==> src/rtl/dac_proto_pkg.sv <==
// Shared definitions for the 24-bit DAC write protocol.
// The transmitter and the loopback receiver both use these constants.
package dac_proto_pkg;

  // Opcode field of the serial frame
  localparam int          OPCODE_WIDTH = 4;
  localparam logic [3:0]  OP_WRITE_DAC = 4'd3;

  // Frame layout: opcode in the top nibble, sample below it, then padding
  localparam int FRAME_BITS = 24;
  localparam int DATA_LSB   = 8;
  localparam int DATA_WIDTH = 12;

  // Receiver control states
  typedef enum logic [1:0] {
    ST_ARM,
    ST_IDLE,
    ST_SHIFT,
    ST_CHECK
  } rx_state_t;

endpackage

==> src/rtl/dacframe_rx_sync_edge.sv <==
// Multi-flop synchroniser for one asynchronous pin, followed by a single
// edge-detect register. level, rise and fall are mutually time-aligned.
module sync_edge #(
  parameter int STAGES = 2
) (
  input  logic clk,
  input  logic rst,
  input  logic d,
  output logic level,
  output logic rise,
  output logic fall
);

  logic [STAGES-1:0] sync_reg;
  logic              level_reg;
  logic              rise_reg;
  logic              fall_reg;

  // Synchroniser chain plus edge detection. Resetting to 0 means a pin that
  // is high out of reset shows up as a rise, never as a spurious fall.
  always_ff @(posedge clk) begin
    if (rst) begin
      sync_reg  <= '0;
      level_reg <= 1'b0;
      rise_reg  <= 1'b0;
      fall_reg  <= 1'b0;
    end else begin
      sync_reg  <= {sync_reg[STAGES-2:0], d};
      level_reg <= sync_reg[STAGES-1];
      rise_reg  <= sync_reg[STAGES-1] & ~level_reg;
      fall_reg  <= ~sync_reg[STAGES-1] & level_reg;
    end
  end

  assign level = level_reg;
  assign rise  = rise_reg;
  assign fall  = fall_reg;

endmodule

==> src/rtl/dacframe_rx.sv <==
// Oversampling receiver for the DAC write frame: synchronises SCLK/SYNC/DIN,
// deserialises MSB first, checks length and opcode, and reports the sample.
module dacframe_rx #(
  parameter int         FRAME_BITS  = dac_proto_pkg::FRAME_BITS,
  parameter int         DATA_LSB    = dac_proto_pkg::DATA_LSB,
  parameter int         DATA_WIDTH  = dac_proto_pkg::DATA_WIDTH,
  parameter logic [3:0] EXP_OPCODE  = dac_proto_pkg::OP_WRITE_DAC,
  parameter int         SYNC_STAGES = 2
) (
  input  logic                  CLKin,
  input  logic                  RSTin,
  input  logic                  SCLKin,
  input  logic                  SYNCin,
  input  logic                  DIN,
  output logic [DATA_WIDTH-1:0] dataout,
  output logic [3:0]            opcode,
  output logic                  valid,
  output logic                  frame_err,
  output logic                  busy
);

  import dac_proto_pkg::*;

  // Counter must hold FRAME_BITS+1 (the "too long" marker)
  localparam int             CW       = $clog2(FRAME_BITS + 2);
  localparam logic [CW-1:0]  CNT_FULL = CW'(FRAME_BITS);
  localparam logic [CW-1:0]  CNT_LONG = CW'(FRAME_BITS + 1);
  localparam int             OP_MSB   = FRAME_BITS - 1;

  // Pin index inside the synchroniser vector
  localparam int PIN_SCLK = 0;
  localparam int PIN_SYNC = 1;
  localparam int PIN_DIN  = 2;

  logic [2:0] pin_vec;
  logic [2:0] lvl;
  logic [2:0] rise;
  logic [2:0] fall;

  assign pin_vec = {DIN, SYNCin, SCLKin};

  // Identical synchroniser per pin keeps DIN aligned with the SCLK edge
  for (genvar gi = 0; gi < 3; gi++) begin : g_sync
    sync_edge #(
      .STAGES(SYNC_STAGES)
    ) u_sync (
      .clk  (CLKin),
      .rst  (RSTin),
      .d    (pin_vec[gi]),
      .level(lvl[gi]),
      .rise (rise[gi]),
      .fall (fall[gi])
    );
  end

  logic sclk_fall;
  logic sync_rise;
  logic sync_fall;
  logic sync_level;
  logic din_level;
  logic unused_edges;

  assign sclk_fall    = fall[PIN_SCLK];
  assign sync_rise    = rise[PIN_SYNC];
  assign sync_fall    = fall[PIN_SYNC];
  assign sync_level   = lvl[PIN_SYNC];
  assign din_level    = lvl[PIN_DIN];
  assign unused_edges = ^{rise[PIN_SCLK], lvl[PIN_SCLK], rise[PIN_DIN], fall[PIN_DIN]};

  rx_state_t             state_reg,   state_next;
  logic [FRAME_BITS-1:0] shift_reg,   shift_next;
  logic [CW-1:0]         cnt_reg,     cnt_next;
  logic [DATA_WIDTH-1:0] dataout_reg, dataout_next;
  logic [3:0]            opcode_reg,  opcode_next;
  logic                  valid_reg,   valid_next;
  logic                  err_reg,     err_next;

  // State and datapath registers
  always_ff @(posedge CLKin) begin
    if (RSTin) begin
      state_reg   <= ST_ARM;
      shift_reg   <= '0;
      cnt_reg     <= '0;
      dataout_reg <= '0;
      opcode_reg  <= '0;
      valid_reg   <= 1'b0;
      err_reg     <= 1'b0;
    end else begin
      state_reg   <= state_next;
      shift_reg   <= shift_next;
      cnt_reg     <= cnt_next;
      dataout_reg <= dataout_next;
      opcode_reg  <= opcode_next;
      valid_reg   <= valid_next;
      err_reg     <= err_next;
    end
  end

  // Frame sequencing, deserialisation and the end-of-frame verdict
  always_comb begin
    state_next   = state_reg;
    shift_next   = shift_reg;
    cnt_next     = cnt_reg;
    dataout_next = dataout_reg;
    opcode_next  = opcode_reg;
    valid_next   = 1'b0;
    err_next     = 1'b0;

    unique case (state_reg)
      ST_ARM: begin
        // Only start listening once the line is idle, so a frame already in
        // flight at reset release is skipped entirely.
        if (sync_level) begin
          state_next = ST_IDLE;
        end
      end

      ST_IDLE: begin
        if (sync_fall) begin
          state_next = ST_SHIFT;
          shift_next = '0;
          cnt_next   = '0;
        end
      end

      ST_SHIFT: begin
        // End of frame takes priority over a coincident SCLK edge
        if (sync_rise) begin
          state_next = ST_CHECK;
        end else if (sclk_fall) begin
          shift_next = {shift_reg[FRAME_BITS-2:0], din_level};
          if (cnt_reg != CNT_LONG) begin
            cnt_next = cnt_reg + CW'(1);
          end
        end
      end

      ST_CHECK: begin
        state_next = ST_IDLE;
        if (cnt_reg == CNT_FULL) begin
          // A complete frame always reports its opcode, good or not
          opcode_next = shift_reg[OP_MSB -: 4];
          if (shift_reg[OP_MSB -: 4] == EXP_OPCODE) begin
            dataout_next = shift_reg[DATA_LSB +: DATA_WIDTH];
            valid_next   = 1'b1;
          end else begin
            err_next = 1'b1;
          end
        end else begin
          err_next = 1'b1;
        end
      end

      default: begin
        state_next = ST_ARM;
      end
    endcase
  end

  assign dataout   = dataout_reg;
  assign opcode    = opcode_reg;
  assign valid     = valid_reg;
  assign frame_err = err_reg;
  assign busy      = (state_reg == ST_SHIFT) || (state_reg == ST_CHECK);

endmodule
==> config.mk <==
export PLATFORM = sky130hd
export DESIGN_NAME = dacframe_rx
export DESIGN_NICKNAME = d
export VERILOG_FILES = /design/src/rtl/dac_proto_pkg.sv /design/src/rtl/dacframe_rx_sync_edge.sv /design/src/rtl/dacframe_rx.sv
export SDC_FILE = /design/constraint.sdc
export NUM_CORES = 1
export LEC_CHECK = 0
export CAP_MARGIN = 20
export CORE_ASPECT_RATIO = 0.6
export CORE_UTILIZATION = 50
export CTS_BUF_LIST = sky130_fd_sc_hd__clkbuf_16
export CTS_CLUSTER_SIZE = 8
export DETAILED_ROUTE_END_ITERATION = 8
export HOLD_SLACK_MARGIN = 0.08
export PLACE_DENSITY_LB_ADDON = 0.3
export SYNTH_ARGS = -nofsm -noshare
export SYNTH_HDL_FRONTEND = slang
export SYNTH_SLANG_ARGS = --single-unit
==> constraint.sdc <==
create_clock -name CLKin -period 1.55 [get_ports CLKin]
set_input_delay 0.155 -clock CLKin [delete_from_list [all_inputs] [get_ports CLKin]]
set_output_delay 0.155 -clock CLKin [all_outputs]
set_load 0.05 [all_outputs]
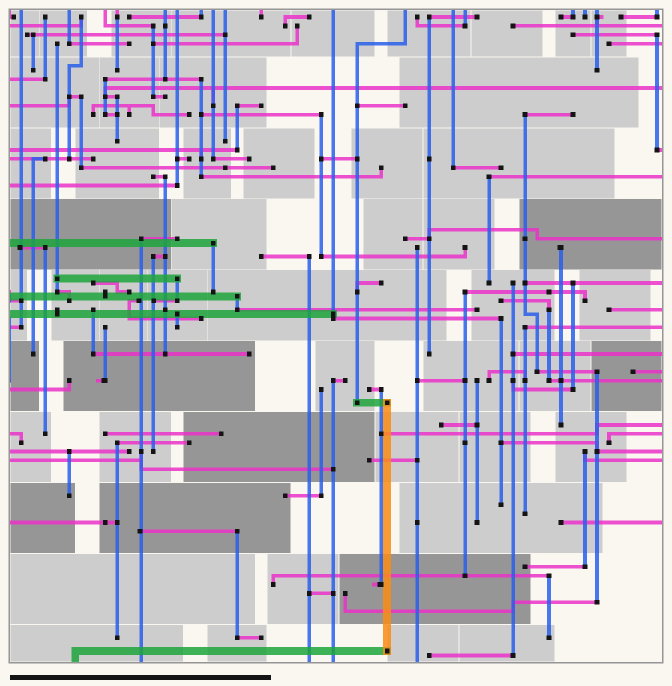
**Above:** a small window of the routed layout.
Bar = 10 um. Window x 32 to 57, y 4 to 29 um. Cells in grey, sequential cells in the stronger grey; small squares are vias.
green -> metal 3
magenta -> metal 1
blue -> metal 2
orange -> metal 4
netlist names of flops here include = `g_sync.u_sync.fall` (2), `g_sync.u_sync.sync_reg` (2)
sequential cells in the window = 6
cells with their middle in the window = 48
most frequent = buf_4 (9), dfxtp_1 (6)

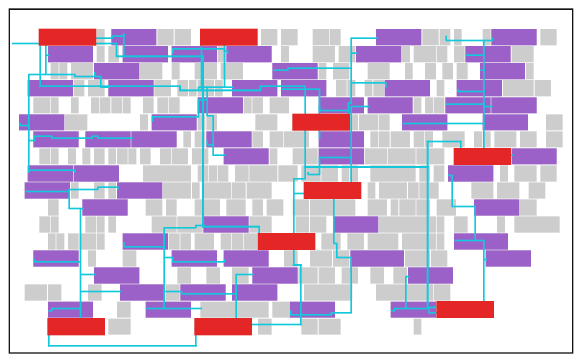
**Above:** routed clock nets over the placement.
purple -> flip-flops  # count 61
red -> clock drivers  # count 9
cyan -> clock wires  # length 766 um
routed clock nets = 10

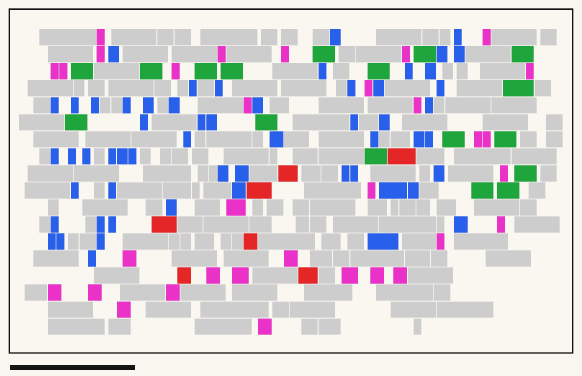
**Above:** logic cells by family.
Bar = 20 um.
green -> mux cells  # cells 17, most used mux2i_1
magenta -> nor cells  # cells 32, most used nor2_1, where spread over the die
blue -> nand cells  # cells 57, most used nand2_1
red -> and/or cells  # cells 7, most used or3_1

==> CHANGELOG.md <==
### Metrics

* Status: finished clean
* Synth warnings at 0
* Synthesized cell area at 2310 um2
* Horiz. Die Dim at 89.8 um
* Biggest Area Class: registers
* Xor+xnor area frac at 0%
* Register share of the cell area at 40.0%
* Hold slack at 0.377 ns
* Pin count of the biggest net entering global routing at 20
* #MultiIn Comb at 160
* Synth cell count leaders: 61 x dfxtp_1, 35 x nand2_1, 29 x a21oi_1
* Routed WL at 4.69 mm
* Hold_buf cts at 0
* Sequential power at 0.00163 W
* CTS buffer count at 9
* Worst setup margin at 0.0425 ns
* Yosys adder share at 3.79%
* Post-synth top area cell: dfxtp_1
* Simple-gate share of the synthesized area at 20.4%
* Worst EP arrival at 1.77 ns
* Clock share of power at 42.9%
* DRC at 0
* Crit. Startpoint: state_reg[1]$_SDFFE_PP0P_
* Vias at 1,789
* Dominant flop cell: dfxtp_1
* Dpl hpwl at 3.02 mm
* Max-slew violation count at 0
* # clk buffers at 9
* Post-Synthesis Net Count at 256
* HP Start: DIN
* DRT met1 WL at 2.23 mm
* Synth Seq Share at 52.8%
* Top cells excl fill/tap: 59 x dfxtp_1, 34 x nand2_1, 32 x buf_4
* WL met2 at 2.10 mm
* Crit path max fanout at 6
* Post-layout instance area at 3070 um2
* R2R setup slack at 0.04 ns
* Met3 Use GR at 9.03%
* Asr flop ratio synth at 0%
* Post-Syn Instances at 244
* Top layer reached by signal wires: met4
* Max Freq at 663 MHz
* R2r worst-path depth at 5
* Hold EP: g_sync[2].u_sync.sync_reg[0]$_SDFF_PP0_
* CP Cell Sequence: inv_2, ha_4, o211ai_4, or4_4, a21oi_2
* Slowest CP cell: or4_4
* Invs w/o clock at 8
* Clock root buffer: clkbuf_16
* # placed instances at 329
* Gpl congestion at 0.765
* Drt pass-1 iters at 5
* Hold Crit Class: in2reg
* WP buf/inv at 1
* Final Core Density at 72.2%
* Grt met1 use at 25.3%
* Vias in the first global route at 1,591
* Slew @ Worst Pin at 0.313 ns
* GRT overflow at 0
* Setup crit end: cnt_reg[2]$_SDFFE_PP0P_
* Vias/cell at 5.14
* Unrepaired setup endpoints after global routing: yes
* Ys flops at 61
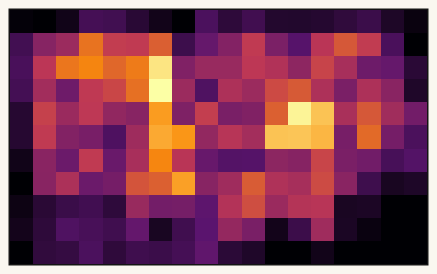
**Above:** wiring heat map.
18 x 11 tiles, from black (low) to pale yellow (high), scaled to the fullest tile. Values are wire area over tile area, all layers added.
nearly empty tiles = 8.1%
mean over tiles = 0.15
tiles over half the peak = 22%
fullest tile = 0.46

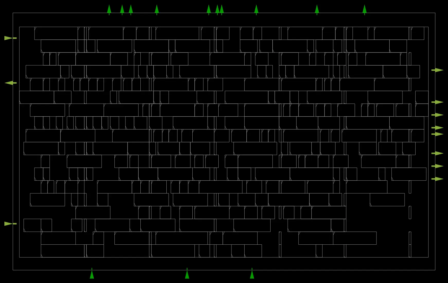
**Above:** placed standard cells.
fillers: 299
final cell count without fillers: 348
row cnt: 18
num sequential: 61
core area: 4260 um2

No activity file was given, so power comes from the tool's default toggle rates.
